### Floorplan with the power grid, run 1

The bar under the picture is 20 µm long. Pins as bars on the die edge. Tap cells in gray.
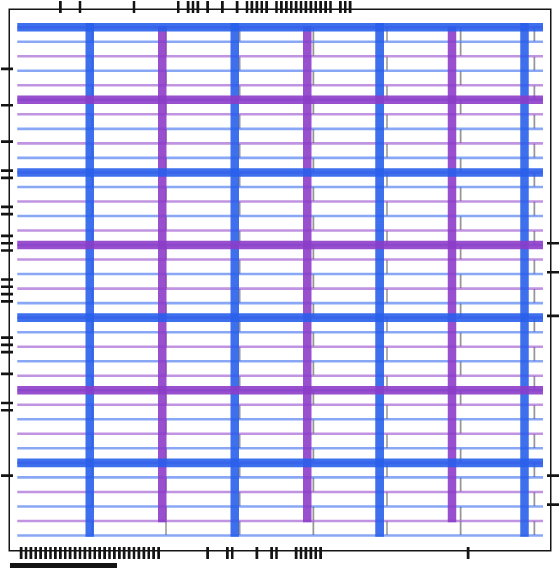
### Cells colored by class, run 1

The bar under the picture is 20 µm long.
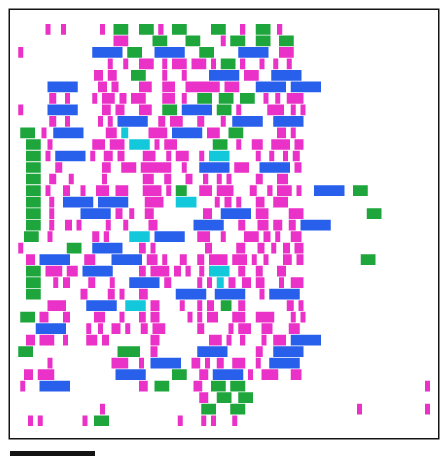
### Clock distribution, run 1

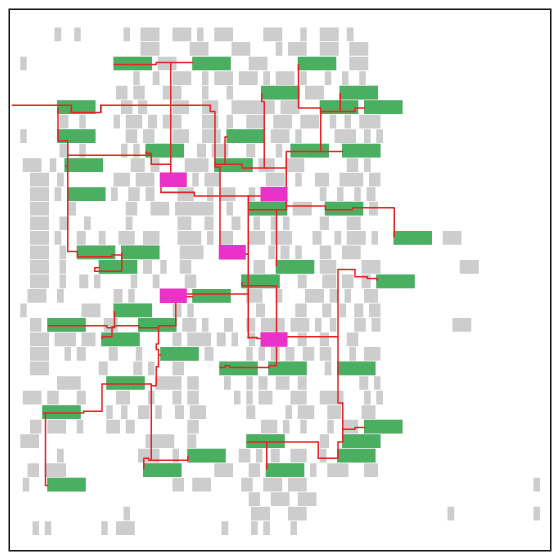
`config.mk`:
```
export PLATFORM = sky130hd
export DESIGN_NAME = secuenciador_pruebas
export DESIGN_NICKNAME = d
export VERILOG_FILES = /design/src/rtl/secuenciador_pruebas.sv
export SDC_FILE = /design/constraint.sdc
export NUM_CORES = 1
export LEC_CHECK = 0
export CAP_MARGIN = 20
export CELL_PAD_IN_SITES_DETAIL_PLACEMENT = 1
export CELL_PAD_IN_SITES_GLOBAL_PLACEMENT = 2
export CORE_UTILIZATION = 27
export CTS_BUF_LIST = sky130_fd_sc_hd__clkbuf_8
export CTS_CLUSTER_SIZE = 12
export DETAILED_ROUTE_END_ITERATION = 12
export PLACE_DENSITY = 0.93
export SLEW_MARGIN = 20
export SYNTH_ARGS = -nofsm -noshare
export SYNTH_HDL_FRONTEND = slang
export SYNTH_SLANG_ARGS = --single-unit
```
`constraint.sdc`:
```
create_clock -name clk -period 4.8 [get_ports clk]
set_input_delay 1.44 -clock clk [delete_from_list [all_inputs] [get_ports clk]]
set_output_delay 1.44 -clock clk [all_outputs]
set_load 0.02 [all_outputs]
```
`src/rtl/secuenciador_pruebas.sv`:
```
// secuenciador_pruebas: burst loopback test sequencer for the register-mapped serial peripheral
module secuenciador_pruebas #(
  parameter int DATA_W  = 32,
  parameter int BYTE_W  = 8,
  parameter int N_BYTES = 4,
  parameter int TIMEOUT = 1024,
  parameter int ERR_W   = 8
) (
  input  logic              clk,
  input  logic              rst,
  input  logic              boton_send,
  input  logic [BYTE_W-1:0] dato,
  input  logic              modo,
  input  logic [DATA_W-1:0] salida_o,
  output logic              wr_i,
  output logic              reg_sel_i,
  output logic              addr_i,
  output logic [DATA_W-1:0] entrada_i,
  output logic [BYTE_W-1:0] leds,
  output logic              ocupado,
  output logic              listo,
  output logic [ERR_W-1:0]  err_cnt,
  output logic              timeout_flag
);
  localparam int KW = N_BYTES > 1 ? $clog2(N_BYTES) : 1;
  localparam int TW = $clog2(TIMEOUT + 1) + 1;
  typedef enum logic [2:0] {IDLE, WR_DATA, WR_CTRL, POLL_A, POLL_B, RD_A, RD_B, NEXT} state_t;
  state_t            state_q, state_d;
  logic              btn_q, btn_d;
  logic              modo_q, modo_d;
  logic              tflag_q, tflag_d;
  logic [BYTE_W-1:0] dato_q, dato_d, leds_q, leds_d, pay;
  logic [KW-1:0]     k_q, k_d;
  logic [TW-1:0]     tcnt_q, tcnt_d;
  logic [ERR_W-1:0]  err_q, err_d, err_inc;
  logic              arranque, last;
  assign btn_d    = boton_send;
  assign arranque = boton_send & ~btn_q;
  assign last     = k_q == KW'(N_BYTES - 1);
  assign pay      = dato_q + (modo_q ? BYTE_W'(k_q) : '0);
  assign err_inc  = &err_q ? err_q : err_q + ERR_W'(1);
  // next-state and datapath updates for the transfer sequence
  always_comb begin
    state_d = state_q;
    dato_d  = dato_q;
    modo_d  = modo_q;
    k_d     = k_q;
    tcnt_d  = tcnt_q;
    leds_d  = leds_q;
    err_d   = err_q;
    tflag_d = tflag_q;
    case (state_q)
      IDLE: if (arranque) begin
        state_d = WR_DATA;
        dato_d  = dato;
        modo_d  = modo;
        k_d     = '0;
        tflag_d = 1'b0;
      end
      WR_DATA: state_d = WR_CTRL;
      WR_CTRL: begin
        tcnt_d  = '0;
        state_d = POLL_A;
      end
      POLL_A: begin
        tcnt_d  = tcnt_q + TW'(1);
        state_d = POLL_B;
      end
      POLL_B: begin
        tcnt_d = tcnt_q + TW'(1);
        if (!salida_o[0]) state_d = RD_A;
        else if (tcnt_d >= TW'(TIMEOUT)) begin
          tflag_d = 1'b1;
          err_d   = err_inc;
          state_d = NEXT;
        end else state_d = POLL_A;
      end
      RD_A: state_d = RD_B;
      RD_B: begin
        leds_d  = salida_o[BYTE_W-1:0];
        err_d   = leds_d != pay ? err_inc : err_q;
        state_d = NEXT;
      end
      NEXT: begin
        state_d = last ? IDLE : WR_DATA;
        k_d     = last ? k_q : k_q + KW'(1);
      end
      default: state_d = IDLE;
    endcase
  end
  // state and datapath registers
  always_ff @(posedge clk) begin
    if (rst) begin
      state_q <= IDLE;
      btn_q   <= 1'b0;
      dato_q  <= '0;
      modo_q  <= 1'b0;
      k_q     <= '0;
      tcnt_q  <= '0;
      leds_q  <= '0;
      err_q   <= '0;
      tflag_q <= 1'b0;
    end else begin
      state_q <= state_d;
      btn_q   <= btn_d;
      dato_q  <= dato_d;
      modo_q  <= modo_d;
      k_q     <= k_d;
      tcnt_q  <= tcnt_d;
      leds_q  <= leds_d;
      err_q   <= err_d;
      tflag_q <= tflag_d;
    end
  end
  assign ocupado      = state_q != IDLE;
  assign listo        = state_q == NEXT && last;
  assign wr_i         = state_q == WR_DATA || state_q == WR_CTRL;
  assign reg_sel_i    = state_q == WR_DATA || state_q == RD_A || state_q == RD_B;
  assign addr_i       = state_q == RD_A || state_q == RD_B;
  assign entrada_i    = state_q == WR_DATA ? DATA_W'(pay) : state_q == WR_CTRL ? DATA_W'(1) : '0;
  assign leds         = leds_q;
  assign err_cnt      = err_q;
  assign timeout_flag = tflag_q;
endmodule

```
==> reports/metrics.cfg, run 1 <==
[final_timing]
setup_tns_ns=0
maxSlewViolCount=0
finalSetupViolCount=0
fmax_mhz=248.4

[grt]
track_usage_pct=13.63
grt_max_degree=18

[routing]
maxUsedRoutingLayer=met4
drt_pre_antenna_iters=4

[setup_path]
cp.arrival_ns=2.59
cp_slowest_stage_delay_ns=0.64
critPathSlowestCell=clkdlybuf4s50_1
crit_buf_inv=1

[run_status]
status=completed

[logic_synthesis]
yosysMostFrequentCell=dfxtp_1
synth_warnings=0
common_cells=44 x dfxtp_1, 42 x nor2_1, 41 x nand2_1, 24 x buf_4, 23 x a21oi_1
synthesis.instances=330

[power_and_ir_drop]
seqPwrFrac_pct=50.5

[clock_tree]
cts_made_buffers=5

[cells_and_area]
clockBufferCount=6
comb_area_um2=1575
syn_to_final_growth_pct=22.87

[flow_run]
maxCapViolations=0

[floorplanning]
die_w_um=101.1

## Picture notes: 'Floorplan with the power grid'
color	net
blue	VSS
purple	VDD
met4 straps	7
met5 straps	7
rows	35

## Picture notes: 'Cells colored by class'
color	class	cells
blue	sequential cells	44
cyan	clock drivers and dummy loads	8
magenta	combinational and other logic	272
green	remaining buffers and delay cells	52

## Picture notes: 'Clock distribution'
[green] flip-flops | count: 44
[red] clock wires | length: 626 µm
[magenta] clock drivers | count: 5
routed clock nets	6
worst-skew pair later-pin latency: 0.30 ns
Clk pwr share: 32.1%
Final Skew: 0.004040 ns
clk pwr: 249 µW

## run 1: metrics by stage
stage                     hold slack [ns]  worst slack, ns  util (%)  instance area (µm²)  power (µW)
after floorplan                    0.4401            1.620         -                 2740       496.2
after global placement             0.4609            1.040     33.64                 3153       528.8
after detailed placement           0.4658            1.035     33.81                 3168       534.3
after CTS                          0.4783           0.7460     34.79                 3261       781.1
after global routing               0.5134           0.5949     34.79                 3261       812.6
final                              0.4780           0.7740     34.79                 3261       774.2
## run 1: cell families after synthesis
logic type,synth area share [%]
mux,5.941
other cells,0.1413
compound gates,14.62
fa+ha+maj,3.112
xor+xnor,5.799
simple gates,26.50
flops,33.19
buf+inv,10.70
## run 1: flip-flops by register name, summed over array words and instances, names as in the netlist, 2 cells and up
name,flops
err_cnt,8
leds,8
dato_q,8
state_q,3
k_q,2
tcnt_q,12
## Run 2: what changed since run 1
- CORE_UTILIZATION: 27 -> 23
- PLACE_DENSITY: 0.93 -> 0.85
- clock period: 4.8 -> 3.6 ns (I/O delays scaled with it)
==> run 2 against run 1 <==
Clock-buffer cell count stayed put; critical path depth is 1 lower; largest cell class unchanged; routed wire length is 0.69% lower; non-clock buffer count is 5 higher; final cell count is 3.2% higher; largest power group unchanged; utilization is 4.8 points lower; design area is 1.4% higher; critical path type unchanged; worst setup slack worse by 0.58 ns.
==> reports/metrics.cfg, run 2 <==
[final_timing]
fmax_mhz=293.2
worst_slack_ns=0.1894
setup_tns_ns=0

[power_and_ir_drop]
finalPower_uw=1042
seqPwrFrac_pct=49.6

[logic_synthesis]
mux_share_pct=5.941
ys_sh_xor_pct=5.799
synth_adder_area_share_pct=3.112
yosysMostFrequentCell=dfxtp_1
synthesis.instances=330

[clock_tree]
cts_made_buffers=5

[setup_path]
cp_slowest_stage_delay_ns=0.61
cp.arrival_ns=2.33
crit_buf_inv=1

[cells_and_area]
comb_area_um2=1575
regMostFlops=tcnt_q
largest_register_ffs=12
fin_area_um2=3307
clockBufferCount=6
final_util_pct=29.98

[run_status]
status=completed

[routing]
drt_pre_antenna_iters=4

[placement]
placed_area_um2=3212
dpl_worst_slack_ns=0.1740

[grt]
grt_max_degree=49
track_usage_pct=12.04

==> run 2: cell counts after synthesis <==
No cell type changed its count.
==> run 2: worst max-delay path by stage <==
stage,startpoint,end,slack [ns],cells past startpoint
final,k_q[0]$_SDFFE_PP0P_,entrada_i[2],0.19,6
after detailed placement,salida_o[6],err_cnt[6]$_SDFFE_PP0P_,0.17,7
after global placement,salida_o[6],err_cnt[6]$_SDFFE_PP0P_,0.20,7
after CTS,k_q[0]$_SDFFE_PP0P_,entrada_i[2],0.14,6
after global routing,k_q[0]$_SDFFE_PP0P_,entrada_i[6],0.02,7
after floorplan,k_q[0]$_SDFFE_PP0P_,entrada_i[6],0.78,6
==> run 2: what timing repair did <==
item | 4_1_cts | 5_1_grt
hold buffers | 0 | 0
gates resized | 2 | 0
buffers inserted | 0 | 0
setup endpoints to repair | 2 | 0
### Clock distribution, run 2

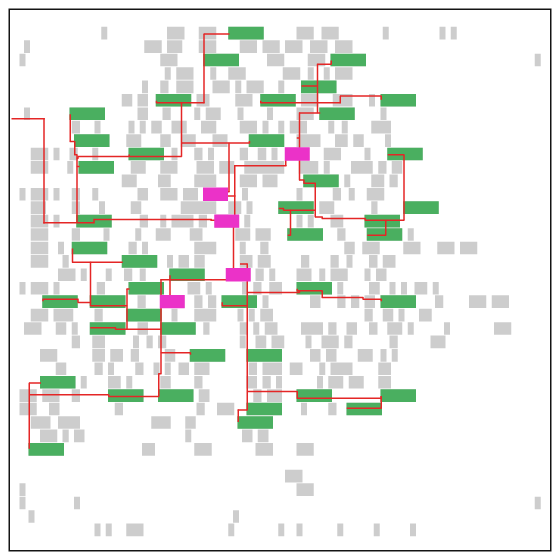
[red] clock wires | length: 612 µm
[magenta] clock drivers | count: 5
[green] flip-flops | count: 44
routed clock nets	6
clk pwr: 336 µW
Final Skew: 0.005207 ns

Power figures rest on the tool's default switching activity, not on a simulated workload.
